**src/rtl/keypad_pkg.sv**
```systemverilog
// keypad_pkg: shared sizes, scan FSM states and key-index helper for the keypad scanner.
// Latency: n/a (types and constants only).
// Backpressure: n/a.
package keypad_pkg;

    localparam int NUM_ROWS = 4;
    localparam int NUM_COLS = 4;
    localparam int KEY_W    = NUM_ROWS * NUM_COLS;

    typedef enum logic [1:0] {
        IDLE    = 2'd0,
        DRIVE   = 2'd1,
        PUBLISH = 2'd2
    } scan_state_t;

    typedef logic [KEY_W-1:0] key_vec_t;

    // Bit position of a key inside a frame: columns are contiguous groups of rows.
    function automatic int unsigned key_idx(input int unsigned col, input int unsigned row);
        return col * NUM_ROWS + row;
    endfunction

endpackage

```
**src/rtl/sync_2ff.sv**
```systemverilog
// sync_2ff: two-flop synchronizer for asynchronous level inputs, resets to all-ones (released lines).
// Latency: 2 cycles from input change to output.
// Backpressure: none; free-running.
module sync_2ff #(
    parameter int                WIDTH     = 4,
    parameter logic [WIDTH-1:0]  RESET_VAL = '1
) (
    input  logic             clk,
    input  logic             reset,
    input  logic [WIDTH-1:0] d,
    output logic [WIDTH-1:0] q
);

    logic [WIDTH-1:0] meta_q;
    logic [WIDTH-1:0] meta_d;
    logic [WIDTH-1:0] sync_q;
    logic [WIDTH-1:0] sync_d;

    // Shift the raw input through the two stages.
    always_comb begin
        meta_d = d;
        sync_d = meta_q;
    end

    // Synchronizer flops; reset value matches an idle (pulled-up) line.
    always_ff @(posedge clk) begin
        if (reset) begin
            meta_q <= RESET_VAL;
            sync_q <= RESET_VAL;
        end else begin
            meta_q <= meta_d;
            sync_q <= sync_d;
        end
    end

    assign q = sync_q;

endmodule

```
**src/rtl/keypad_scanner.sv**
```systemverilog
// keypad_scanner: drives 4x4 active-low keypad columns one at a time and publishes whole raw key frames.
// Latency: SETTLE_CYCLES cycles per column, frame period 4*SETTLE_CYCLES+1; keys_pressed updates with scan_done.
// Backpressure: none; scan_en low aborts the current frame and releases all columns. Option: KEYPAD_GHOST_REJECT_EN.
module keypad_scanner
    import keypad_pkg::*;
#(
    parameter int SETTLE_CYCLES = 4
) (
    input  logic                clk,
    input  logic                reset,
    input  logic                scan_en,
    input  logic [NUM_ROWS-1:0] rows,
    output logic [NUM_COLS-1:0] cols,
    output key_vec_t            keys_pressed,
    output logic                scan_done,
    output logic                ghost
);

    localparam int               CNT_W    = $clog2(SETTLE_CYCLES);
    localparam logic [CNT_W-1:0] CNT_LAST = CNT_W'(SETTLE_CYCLES - 1);
    localparam int               COL_W    = $clog2(NUM_COLS);
    localparam logic [COL_W-1:0] COL_LAST = COL_W'(NUM_COLS - 1);

    // Two synchronizer cycles plus one cycle of line settle is the minimum window.
    generate
        if (SETTLE_CYCLES < 3) begin : g_bad_settle
            $error("keypad_scanner: SETTLE_CYCLES must be at least 3");
        end
    endgenerate

    scan_state_t         state_q;
    scan_state_t         state_d;
    logic [COL_W-1:0]    col_q;
    logic [COL_W-1:0]    col_d;
    logic [CNT_W-1:0]    cnt_q;
    logic [CNT_W-1:0]    cnt_d;
    key_vec_t            shadow_q;
    key_vec_t            shadow_d;
    key_vec_t            keys_q;
    key_vec_t            keys_d;
    logic [NUM_COLS-1:0] cols_q;
    logic [NUM_COLS-1:0] cols_d;
    logic                scan_done_q;
    logic                scan_done_d;

    logic [NUM_ROWS-1:0] rows_sync;
    logic [NUM_ROWS-1:0] rs;
    logic                sample_now;
    logic                last_col;
    logic                frame_end;
    key_vec_t            frame;

    sync_2ff #(
        .WIDTH     (NUM_ROWS),
        .RESET_VAL ({NUM_ROWS{1'b1}})
    ) u_rows_sync (
        .clk   (clk),
        .reset (reset),
        .d     (rows),
        .q     (rows_sync)
    );

    // Rows are pulled up, so a pressed key reads as a low row line.
    assign rs         = ~rows_sync;
    assign sample_now = (state_q == DRIVE) && (cnt_q == CNT_LAST);
    assign last_col   = (col_q == COL_LAST);
    assign frame_end  = sample_now && last_col;

    // Candidate frame: shadow with the current column's slice replaced by this edge's sample.
    always_comb begin
        frame = shadow_q;
        for (int c = 0; c < NUM_COLS; c++) begin
            if (col_q == COL_W'(c)) begin
                frame[key_idx(c, 0) +: NUM_ROWS] = rs;
            end
        end
    end

`ifdef KEYPAD_GHOST_REJECT_EN
    logic ghost_q;
    logic ghost_d;
    logic frame_is_ghost;

    // A 2x2 rectangle of pressed keys is indistinguishable from three keys plus a sneak path.
    function automatic logic is_ghost(input key_vec_t f);
        logic hit;
        hit = 1'b0;
        for (int a = 0; a < NUM_COLS; a++) begin
            for (int b = a + 1; b < NUM_COLS; b++) begin
                if ($countones(f[key_idx(a, 0) +: NUM_ROWS] & f[key_idx(b, 0) +: NUM_ROWS]) >= 2) begin
                    hit = 1'b1;
                end
            end
        end
        return hit;
    endfunction

    assign frame_is_ghost = is_ghost(frame);
`endif

    // FSM state register.
    always_ff @(posedge clk) begin
        if (reset) begin
            state_q <= IDLE;
        end else begin
            state_q <= state_d;
        end
    end

    // FSM next state: scan_en low always wins and drops back to IDLE.
    always_comb begin
        state_d = state_q;
        unique case (state_q)
            IDLE: begin
                if (scan_en) begin
                    state_d = DRIVE;
                end
            end
            DRIVE: begin
                if (!scan_en) begin
                    state_d = IDLE;
                end else if (frame_end) begin
                    state_d = PUBLISH;
                end
            end
            PUBLISH: begin
                state_d = scan_en ? DRIVE : IDLE;
            end
            default: begin
                state_d = IDLE;
            end
        endcase
    end

    // Column index, settle counter, shadow frame and published keys.
    always_comb begin
        col_d    = col_q;
        cnt_d    = cnt_q;
        shadow_d = shadow_q;
        keys_d   = keys_q;
`ifdef KEYPAD_GHOST_REJECT_EN
        ghost_d  = 1'b0;
`endif
        unique case (state_q)
            DRIVE: begin
                if (!scan_en) begin
                    // Abort: the partial frame is discarded, never published.
                    col_d    = '0;
                    cnt_d    = '0;
                    shadow_d = '0;
                end else if (sample_now) begin
                    shadow_d = frame;
                    cnt_d    = '0;
                    if (!last_col) begin
                        col_d = col_q + COL_W'(1);
                    end else begin
                        col_d = '0;
`ifdef KEYPAD_GHOST_REJECT_EN
                        ghost_d = frame_is_ghost;
                        if (!frame_is_ghost) begin
                            keys_d = frame;
                        end
`else
                        keys_d = frame;
`endif
                    end
                end else begin
                    cnt_d = cnt_q + CNT_W'(1);
                end
            end
            IDLE: begin
                col_d    = '0;
                cnt_d    = '0;
                shadow_d = '0;
            end
            default: begin
                col_d = '0;
                cnt_d = '0;
            end
        endcase
    end

    // FSM outputs, computed from the next state so the pins come straight off flops.
    always_comb begin
        cols_d      = '1;
        scan_done_d = 1'b0;
        if (state_d == DRIVE) begin
            cols_d = ~(NUM_COLS'(1) << col_d);
        end
        if (state_d == PUBLISH) begin
            scan_done_d = 1'b1;
        end
    end

    // Datapath and output registers.
    always_ff @(posedge clk) begin
        if (reset) begin
            col_q       <= '0;
            cnt_q       <= '0;
            shadow_q    <= '0;
            keys_q      <= '0;
            cols_q      <= '1;
            scan_done_q <= 1'b0;
        end else begin
            col_q       <= col_d;
            cnt_q       <= cnt_d;
            shadow_q    <= shadow_d;
            keys_q      <= keys_d;
            cols_q      <= cols_d;
            scan_done_q <= scan_done_d;
        end
    end

`ifdef KEYPAD_GHOST_REJECT_EN
    // Ghost flag is high only for the publish cycle of a rejected frame.
    always_ff @(posedge clk) begin
        if (reset) begin
            ghost_q <= 1'b0;
        end else begin
            ghost_q <= ghost_d;
        end
    end

    assign ghost = ghost_q;
`else
    assign ghost = 1'b0;
`endif

    assign cols         = cols_q;
    assign keys_pressed = keys_q;
    assign scan_done    = scan_done_q;

endmodule

```
**config.mk**
```make
export PLATFORM = sky130hd
export DESIGN_NAME = keypad_scanner
export DESIGN_NICKNAME = d
export VERILOG_FILES = /design/src/rtl/keypad_pkg.sv /design/src/rtl/sync_2ff.sv /design/src/rtl/keypad_scanner.sv
export SDC_FILE = /design/constraint.sdc
export NUM_CORES = 1
export LEC_CHECK = 0
export ABC_AREA = 1
export CORE_ASPECT_RATIO = 1.25
export CORE_UTILIZATION = 35
export DETAILED_ROUTE_END_ITERATION = 8
export GPL_TIMING_DRIVEN = 0
export MAX_ROUTING_LAYER = met4
export PLACE_DENSITY = 0.59
export SLEW_MARGIN = 15
export SYNTH_ARGS = -nofsm -noshare
export SYNTH_HDL_FRONTEND = slang
export SYNTH_SLANG_ARGS = --single-unit
```
**constraint.sdc**
```tcl
create_clock -name clk -period 2 [get_ports clk]
set_input_delay 0.3 -clock clk [delete_from_list [all_inputs] [get_ports clk]]
set_output_delay 0.3 -clock clk [all_outputs]
set_load 0.005 [all_outputs]
```
Fig. 1: run 1, wiring by layer
Two of the layers only.
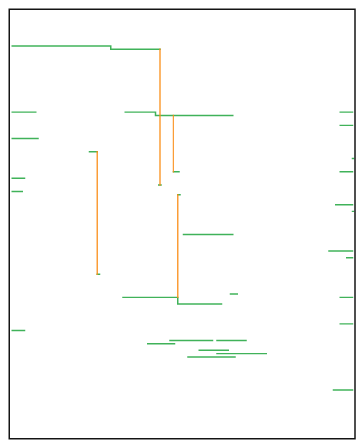
| layer | color | wire length |
|---|---|---|
| M4 | orange | 85.7 um |
| M3 | green | 180 um |

Fig. 2: run 1, where the registers sit
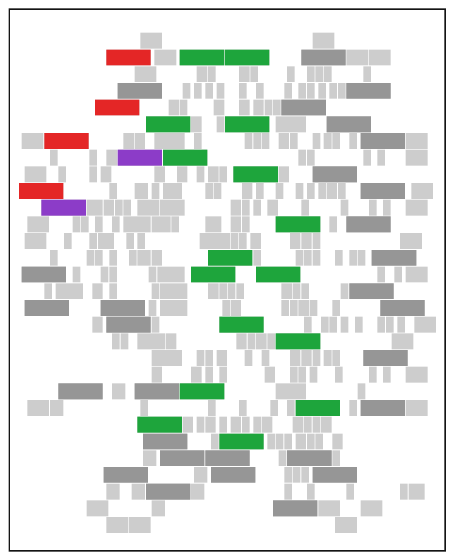
| name in the netlist | color | sequential cells |
|---|---|---|
| cols | red | 4 |
| shadow_q | green | 16 |
| state_q | purple | 2 |
register share of the cell area: 40.8%
Flop area: 1020 um2
share of the core filled with cells: 45.1%
sequential power: 0.00103 W

==> impl_results.html, run 1 <==
<!-- implementation run metrics -->
<table>
<tr><th>Metric</th><th>Value</th></tr>
<tr><th colspan="2">Status</th></tr>
<tr><td>Run status</td><td>finished clean</td></tr>
<tr><th colspan="2">Synthesis</th></tr>
<tr><td>Mean area per synthesized cell</td><td>roughly 7.3 um2</td></tr>
<tr><td>Area of the synthesized netlist per yosys stat</td><td>between 2000 and 2500 um2</td></tr>
<tr><td>Mapped Area</td><td>roughly 2100 um2</td></tr>
<tr><td>Count of distinct cell types in the synthesized netlist</td><td>23</td></tr>
<tr><td>Synthesized Nets</td><td>296</td></tr>
<tr><td>Synthesized flop and latch total</td><td>between 50 and 60</td></tr>
<tr><td>Sequential cell area fraction in the yosys report</td><td>between 40% and 50%</td></tr>
<tr><td>Post-Syn Instances</td><td>around 280</td></tr>
<tr><th colspan="2">Critical path</th></tr>
<tr><td>Endpoint kind of the worst setup timing path</td><td>flop</td></tr>
<tr><td>Count of buffer and inverter cells on the critical path</td><td>2</td></tr>
<tr><td>CP cell instances</td><td>ha_1, buf_2, nand4_2, nor2_2, buf_2, nand2_1, nand2_1, nor2_1</td></tr>
<tr><td>Largest stage delay, worst path</td><td>about 390 ps</td></tr>
<tr><td>Crit path arrival time</td><td>1940 ps</td></tr>
<tr><td>CP Launch Type</td><td>flop</td></tr>
<tr><td>Worst R2R Start</td><td>col_q[0]</td></tr>
<tr><td>CP max-delay cell</td><td>sky130_fd_sc_hd__dfxtp_1</td></tr>
<tr><td>Critical path start-end classification</td><td>flop to flop</td></tr>
<tr><td>Largest fanout on the critical path</td><td>10</td></tr>
<tr><th colspan="2">Min path</th></tr>
<tr><td>Worst hold path class</td><td>flop to flop</td></tr>
<tr><td>Start point of the worst min-delay path</td><td>u_rows_sync.meta_q[0]</td></tr>
<tr><th colspan="2">Floorplan</th></tr>
<tr><td>Vert. Die Dim</td><td>88.0 um</td></tr>
<tr><td>I/O pin count</td><td>29</td></tr>
<tr><td>Area inside the core boundary</td><td>around 5600 um2</td></tr>
<tr><td>Fp_density</td><td>a little under two fifths</td></tr>
<tr><td>Number of cell rows</td><td>30</td></tr>
<tr><td>Width of the chip</td><td>~71 um</td></tr>
<tr><td>Die outline area</td><td>about 6200 um2</td></tr>
<tr><th colspan="2">Global routing</th></tr>
<tr><td>Number of antenna violations at the first check in global routing</td><td>0</td></tr>
<tr><td>Vias in the first global route</td><td>about 1.6k</td></tr>
<tr><td>Wire length of the first global-routing pass</td><td>between 7 and 8 mm</td></tr>
<tr><td>Aggregate global routing overflow</td><td>0</td></tr>
<tr><td>Largest net degree at the start of global routing</td><td>16</td></tr>
<tr><td>Tot GR Track Use</td><td>between 10% and 20%</td></tr>
<tr><th colspan="2">Final timing</th></tr>
<tr><td>Shortest clock period the worst path allows after layout</td><td>1740 ps</td></tr>
<tr><td>Slew Limit Headroom</td><td>approximately 64%</td></tr>
<tr><td>Skew final</td><td>~13 ps</td></tr>
<tr><td>Endpoints failing hold</td><td>0</td></tr>
<tr><td>Setup tns final</td><td>0 ps</td></tr>
<tr><td>Unrepaired setup endpoints after global routing</td><td>no</td></tr>
<tr><td>Total setup violations reported at the end of the flow</td><td>0</td></tr>
<tr><td>Final clock period utilization by the worst path</td><td>about 87%</td></tr>
<tr><td>Max Transition Viols Final</td><td>0</td></tr>
<tr><td>Maximum operating frequency</td><td>0.576 GHz</td></tr>
<tr><th colspan="2">Clocking</th></tr>
<tr><td>CTS clock-pin slew for the worst setup and hold paths</td><td>90 ps</td></tr>
<tr><td>Sinks on Clock Net</td><td>approximately 51</td></tr>
<tr><td>Number of buffers on the longest clock path</td><td>2</td></tr>
<tr><td>Number of buffers created by CTS</td><td>5</td></tr>
<tr><td>Post-CTS sizing</td><td>0</td></tr>
<tr><td>Number of buffers inserted by hold repair at cts</td><td>0</td></tr>
<tr><td>Skew-Pair Late Insertion Delay</td><td>310 ps</td></tr>
<tr><td>CTS tree</td><td>yes</td></tr>
<tr><td>Maximum level of the CTS H-tree</td><td>2</td></tr>
<tr><td>Setup fix buffers added after clock tree synthesis</td><td>0</td></tr>
<tr><td>Cell at the root of the clock tree</td><td>sky130_fd_sc_hd__clkbuf_8</td></tr>
<tr><th colspan="2">Final layout</th></tr>
<tr><td>Number of antenna cells inserted</td><td>0</td></tr>
<tr><td>Number of nets in the final layout</td><td>between 300 and 400</td></tr>
<tr><td>Synthesis-to-layout area growth</td><td>21.0%</td></tr>
<tr><td>Commonest cells after routing, fill and taps aside</td><td>91 x sky130_fd_sc_hd__nand2_1, 58 x sky130_fd_sc_hd__nor2_1, 51 x sky130_fd_sc_hd__dfxtp_1, 27 x sky130_fd_sc_hd__clkdlybuf4s50_1</td></tr>
<tr><td>Non-filler cells, final</td><td>~380</td></tr>
<tr><td>Most frequently placed logic cell in the final layout</td><td>sky130_fd_sc_hd__nand2_1</td></tr>
<tr><td>Share of post-route cells with drive strength above 1</td><td>10.3%</td></tr>
<tr><th colspan="2">Detailed routing</th></tr>
<tr><td>Number of antenna-violating nets in the routed design</td><td>0</td></tr>
<tr><td>Total detailed-routing wirelength</td><td>4.26 mm</td></tr>
<tr><td># DRC</td><td>0</td></tr>
<tr><td>Routed vias/inst</td><td>4.65</td></tr>
<tr><td>Overall via count from detail_route</td><td>between 1.5k and 2k</td></tr>
<tr><th colspan="2">Pwr</th></tr>
<tr><td>Static leakage power</td><td>roughly 0.95 nW</td></tr>
<tr><td>Maximum vdd drop</td><td>between 0.0003 and 0.0004 V</td></tr>
<tr><td>Total power per unit cell area</td><td>between 600 and 700 nW/um2</td></tr>
<tr><th colspan="2">Place</th></tr>
<tr><td>Number of placed cells counting well taps</td><td>approximately 380</td></tr>
<tr><td>DP Area</td><td>2420 um2</td></tr>
<tr><td>DP HPWL</td><td>roughly 3.1 mm</td></tr>
<tr><td>Number of port buffers</td><td>27</td></tr>
<tr><td>Routability cong.</td><td>between 0.8 and 0.9</td></tr>
<tr><th colspan="2">Job</th></tr>
<tr><td>Log Warnings</td><td>29</td></tr>
</table>
Fig. 3: run 1, M2 wires
Scale bar: 20 um.
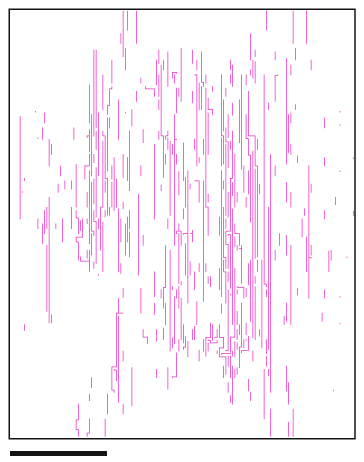
main direction: vertical
wire length on this layer: 2050 um
nets with wire on the layer: 233
share of all routed wire: 48%

-- run 1: cells by family (layout without fill, tap and decap cells) --
family	count (synthesis)	after routing	share of synthesized area [%]
compound gates	35	35	8.95
fa+ha+maj	5	5	3.02
buf+inv	22	57	4.90
flops	51	51	49.3
other cells	1	1	0.181
simple gates	170	170	33.6
-- run 1: flip-flops by register name, summed over array words and instances (netlist names) --
name / cells
scan_done: 1
col_q: 2
keys_pressed: 16
u_rows_sync.q: 4
cnt_q: 2
state_q: 2
u_rows_sync.meta_q: 4
shadow_q: 16
cols: 4
-- run 1: synthesized netlist by cell type (all sizes together) --
library cell / n / area share (%)
ha: 5 / 3.0
conb: 1 / 0.18
nor2: 60 / 11
dfxtp: 51 / 49
o21ai: 18 / 4.7
nand4: 2 / 0.91
buf: 9 / 2.5
inv: 8 / 1.5
clkbuf: 4 / 0.73
nand2: 91 / 17
clkinv: 1 / 0.18
nor3: 3 / 0.73
nand3: 6 / 1.7
o21bai: 1 / 0.36
or2: 8 / 2.4
a21oi: 16 / 3.9
-- run 1: stage by stage --
| step | utilization [%] | hold WS, ps | setup WS (ps) | total power (W) |
|---|---|---|---|---|
| after global placement | 43.6 | 394 | 134 | 0.00114 |
| after floorplan | - | 389 | 600 | 0.00110 |
| final | 45.1 | 411 | 264 | 0.00169 |
| after CTS | 45.1 | 417 | 253 | 0.00172 |
| after global routing | 45.1 | 434 | 111 | 0.00177 |
| after detailed placement | 43.6 | 397 | 127 | 0.00114 |
-- run 1: final timing paths --
kind / to / slack [ps] / cells after the start
worst max register to register: keys_pressed[2] / 260 / 8
worst max-delay path: keys_pressed[2] / 260 / 8
worst min-delay path: u_rows_sync.q[0] / 410 / 1
worst min register to register: u_rows_sync.q[0] / 410 / 1
-- run 1: routing by layer --
metal	vias up	share of wire, %	track usage, %
met5	-	0	-
met4	0	2.0	6.18
met3	8	4.2	3.45
met2	41	48	26.8
met1	781	46	17.5
li1	952	-	-
-- run 1: power by group --
group | switching, W | internal [W]
Combinational | 0.0000485 | 0.0000322
Clock | 0.000341 | 0.000240
Sequential | 0.00000685 | 0.00103
-- run 1: area by class of cell --
type	count	area [um2]
Tap cell	64	80.1
Sequential cell	51	1020
Clock buffer	5	68.8
Inverter	9	33.8
Clock inverter	3	15.0
Fill cell	605	3050
Timing Repair Buffer	27	270
Multi-Input combinational cell	211	947
Buffer	13	67.6
==> run 1 -> run 2 <==
==> constraint.sdc (replaced) <==
create_clock -name clk -period 2 [get_ports clk]
set_input_delay 0.3 -clock clk [delete_from_list [all_inputs] [get_ports clk]]
set_output_delay 0.3 -clock clk [all_outputs]
set_load 0.05 [all_outputs]
Fig. 4: run 2, wiring by layer
Two of the layers only.
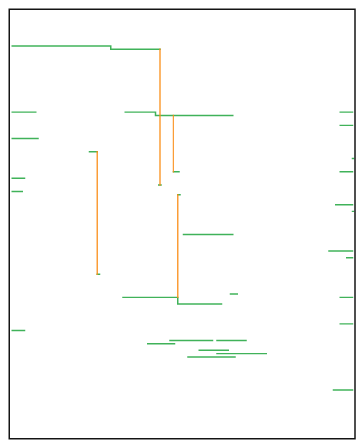
| layer | color | wire length |
|---|---|---|
| M3 | green | 180 um |
| M4 | orange | 85.7 um |

Fig. 5: run 2, where the registers sit
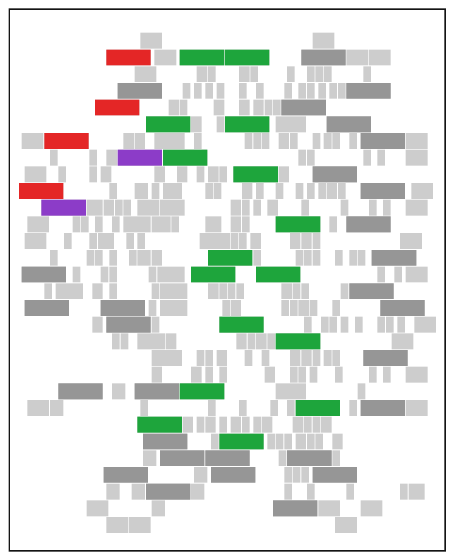
| name in the netlist | color | sequential cells |
|---|---|---|
| shadow_q | green | 16 |
| state_q | purple | 2 |
| cols | red | 4 |
not colored: 29

Fig. 6: run 2, cell outlines without signal wires
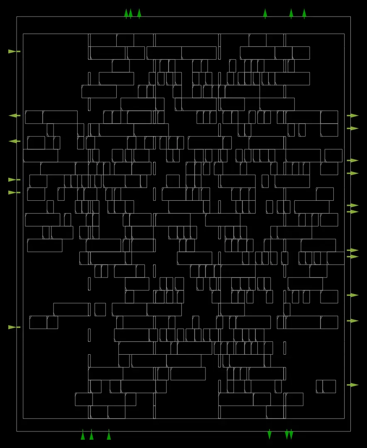
# Taps: 64
fillers: 605
non-filler cells, final: 383
area inside the core boundary: 5560 um2

==> run 2 against run 1 <==
Critical path depth down 7. Synthesized cell count unchanged. Area after synthesis unchanged. Hold slack unchanged. Worst setup slack worse by 17 ps. First-iteration DRC count unchanged. Design area did not move. Cell count unchanged. Clock power barely moved. Clock-buffer cell count unchanged. Via count is the same. Combinational power up 9.2%.
==> impl_results.html, run 2 <==
<!-- implementation run metrics -->
<table>
<tr><th>Metric</th><th>Value</th></tr>
<tr><th colspan="2">Final timing</th></tr>
<tr><td>Shortest clock period the worst path allows after layout</td><td>about 1800 ps</td></tr>
<tr><td>Setup tns final</td><td>0 ps</td></tr>
<tr><td>Skew final</td><td>13.0 ps</td></tr>
<tr><td>Endpoints failing hold</td><td>0</td></tr>
<tr><td>Total setup violations reported at the end of the flow</td><td>0</td></tr>
<tr><th colspan="2">Floorplan</th></tr>
<tr><td>Width of the chip</td><td>70.8 um</td></tr>
<tr><td>Vert. Die Dim</td><td>between 80 and 90 um</td></tr>
<tr><td>Die outline area</td><td>between 6000 and 7000 um2</td></tr>
<tr><td>Fp_density</td><td>37.3%</td></tr>
<tr><th colspan="2">Global routing</th></tr>
<tr><td>Vias in the first global route</td><td>1587</td></tr>
<tr><td>Largest net degree at the start of global routing</td><td>16</td></tr>
<tr><th colspan="2">Critical path</th></tr>
<tr><td>Largest stage delay, worst path</td><td>800 ps</td></tr>
<tr><td>Endpoint kind of the worst setup timing path</td><td>output port</td></tr>
<tr><td>Count of buffer and inverter cells on the critical path</td><td>1</td></tr>
<tr><td>Worst R2R Start</td><td>col_q[0]</td></tr>
<tr><td>Setup slack of the most critical reg-to-reg path</td><td>approximately 260 ps</td></tr>
<tr><td>Register-to-Register Path Depth</td><td>8</td></tr>
<tr><th colspan="2">Final layout</th></tr>
<tr><td>Commonest cells after routing, fill and taps aside</td><td>91 x sky130_fd_sc_hd__nand2_1, 58 x sky130_fd_sc_hd__nor2_1, 51 x sky130_fd_sc_hd__dfxtp_1, 27 x sky130_fd_sc_hd__clkdlybuf4s50_1</td></tr>
<tr><td>Multi-input gate area</td><td>approximately 950 um2</td></tr>
<tr><td>Number of antenna cells inserted</td><td>0</td></tr>
<tr><th colspan="2">Detailed routing</th></tr>
<tr><td>Total detailed-routing wirelength</td><td>roughly 4.3 mm</td></tr>
<tr><td>Overall via count from detail_route</td><td>1782</td></tr>
<tr><td>Routed vias/inst</td><td>~4.7</td></tr>
<tr><th colspan="2">Min path</th></tr>
<tr><td>Worst hold path class</td><td>flop to flop</td></tr>
<tr><td>Cells on Worst Hold Path</td><td>1</td></tr>
<tr><td>Start point of the worst min-delay path</td><td>u_rows_sync.meta_q[0]</td></tr>
<tr><th colspan="2">Synthesis</th></tr>
<tr><td>Synthesized Nets</td><td>296</td></tr>
<tr><td>Area of the synthesized netlist per yosys stat</td><td>approximately 2100 um2</td></tr>
<tr><td>Fraction of post-synthesis cell area in the top cell type by area</td><td>approximately 50%</td></tr>
<tr><td>Post-synth top cells</td><td>91 x sky130_fd_sc_hd__nand2_1, 58 x sky130_fd_sc_hd__nor2_1, 51 x sky130_fd_sc_hd__dfxtp_1</td></tr>
<tr><td>Post-Syn Instances</td><td>284</td></tr>
<tr><td>Async set-reset flop share out of synthesis</td><td>0%</td></tr>
<tr><td>Top-count cell post-synth</td><td>sky130_fd_sc_hd__nand2_1</td></tr>
<tr><td>Post-synth top flop</td><td>sky130_fd_sc_hd__dfxtp_1</td></tr>
<tr><th colspan="2">Place</th></tr>
<tr><td>DP HPWL</td><td>3.08 mm</td></tr>
<tr><td>Number of port buffers</td><td>27</td></tr>
<tr><td>Routability cong.</td><td>0.886</td></tr>
<tr><th colspan="2">Clocking</th></tr>
<tr><td>Number of buffers inserted by hold repair at cts</td><td>0</td></tr>
<tr><td>Maximum level of the CTS H-tree</td><td>2</td></tr>
<tr><td>Post-CTS sizing</td><td>0</td></tr>
<tr><td>Number of buffers created by CTS</td><td>5</td></tr>
<tr><td>Setup fix buffers added after clock tree synthesis</td><td>0</td></tr>
<tr><th colspan="2">Pwr</th></tr>
<tr><td>Maximum vdd drop</td><td>about 0.00033 V</td></tr>
<tr><td>Static leakage power</td><td>between 0.9 and 1 nW</td></tr>
<tr><th colspan="2">Job</th></tr>
<tr><td>Log Warnings</td><td>29</td></tr>
<tr><th colspan="2">Status</th></tr>
<tr><td>Run status</td><td>finished clean</td></tr>
</table>
-- run 2: cell type report --
| class | count | area share, % |
|---|---|---|
| Tap cell | 64 | 3.20 |
| Clock inverter | 3 | 0.600 |
| Buffer | 13 | 2.70 |
| Timing Repair Buffer | 27 | 10.8 |
| Multi-Input combinational cell | 211 | 37.8 |
| Inverter | 9 | 1.35 |
| Sequential cell | 51 | 40.8 |
| Clock buffer | 5 | 2.75 |
-- run 2: through the flow --
stage / area, um2 / hold slack [ps] / setup WS, ps
final: 2500 / 411 / 247
after global placement: 2420 / 394 / 134
after CTS: 2500 / 417 / 236
after global routing: 2500 / 434 / 111
after floorplan: 2070 / 389 / 598
after detailed placement: 2420 / 397 / 127
-- run 2: worst max-delay path by stage --
| stage | to | slack, ps | depth (start not counted) |
|---|---|---|---|
| after global routing | keys_pressed[13] | 110 | 8 |
| after global placement | keys_pressed[7] | 130 | 7 |
| final | keys_pressed[5] | 250 | 1 |
| after floorplan | keys_pressed[11] | 600 | 8 |
| after CTS | keys_pressed[5] | 240 | 1 |
| after detailed placement | keys_pressed[13] | 130 | 7 |
-- run 2: where the power goes --
part | switching, W | total (W) | internal (W)
combinational | 0.0000558 | 0.0000881 | 0.0000324
sequential | 0.00000685 | 0.00103 | 0.00103
clock | 0.000341 | 0.000581 | 0.000240
total | 0.000403 | 0.00170 | 0.00130
-- run 2: kinds of logic (layout without fill, tap and decap cells) --
logic type / Yosys count / count (layout) / synth area share, %
AND-OR/OR-AND: 35 / 35 / 8.95
adder cells (fa/ha/maj): 5 / 5 / 3.02
buffers and inverters: 22 / 57 / 4.90
flip-flops: 51 / 51 / 49.3
other: 1 / 1 / 0.181
AND/OR/NAND/NOR: 170 / 170 / 33.6
-- run 2: layer usage --
| metal | part of all wire [%] | vias to the layer above | wire, um | GRT usage (%) |
|---|---|---|---|---|
| met5 | 0 | - | 0 | - |
| met4 | 2.0 | 0 | 85 | 6.18 |
| met3 | 4.2 | 8 | 180 | 3.45 |
| met2 | 48 | 41 | 2050 | 26.8 |
| met1 | 46 | 781 | 1950 | 17.5 |
| li1 | - | 952 | - | - |
Power and IR drop assume default switching activity.
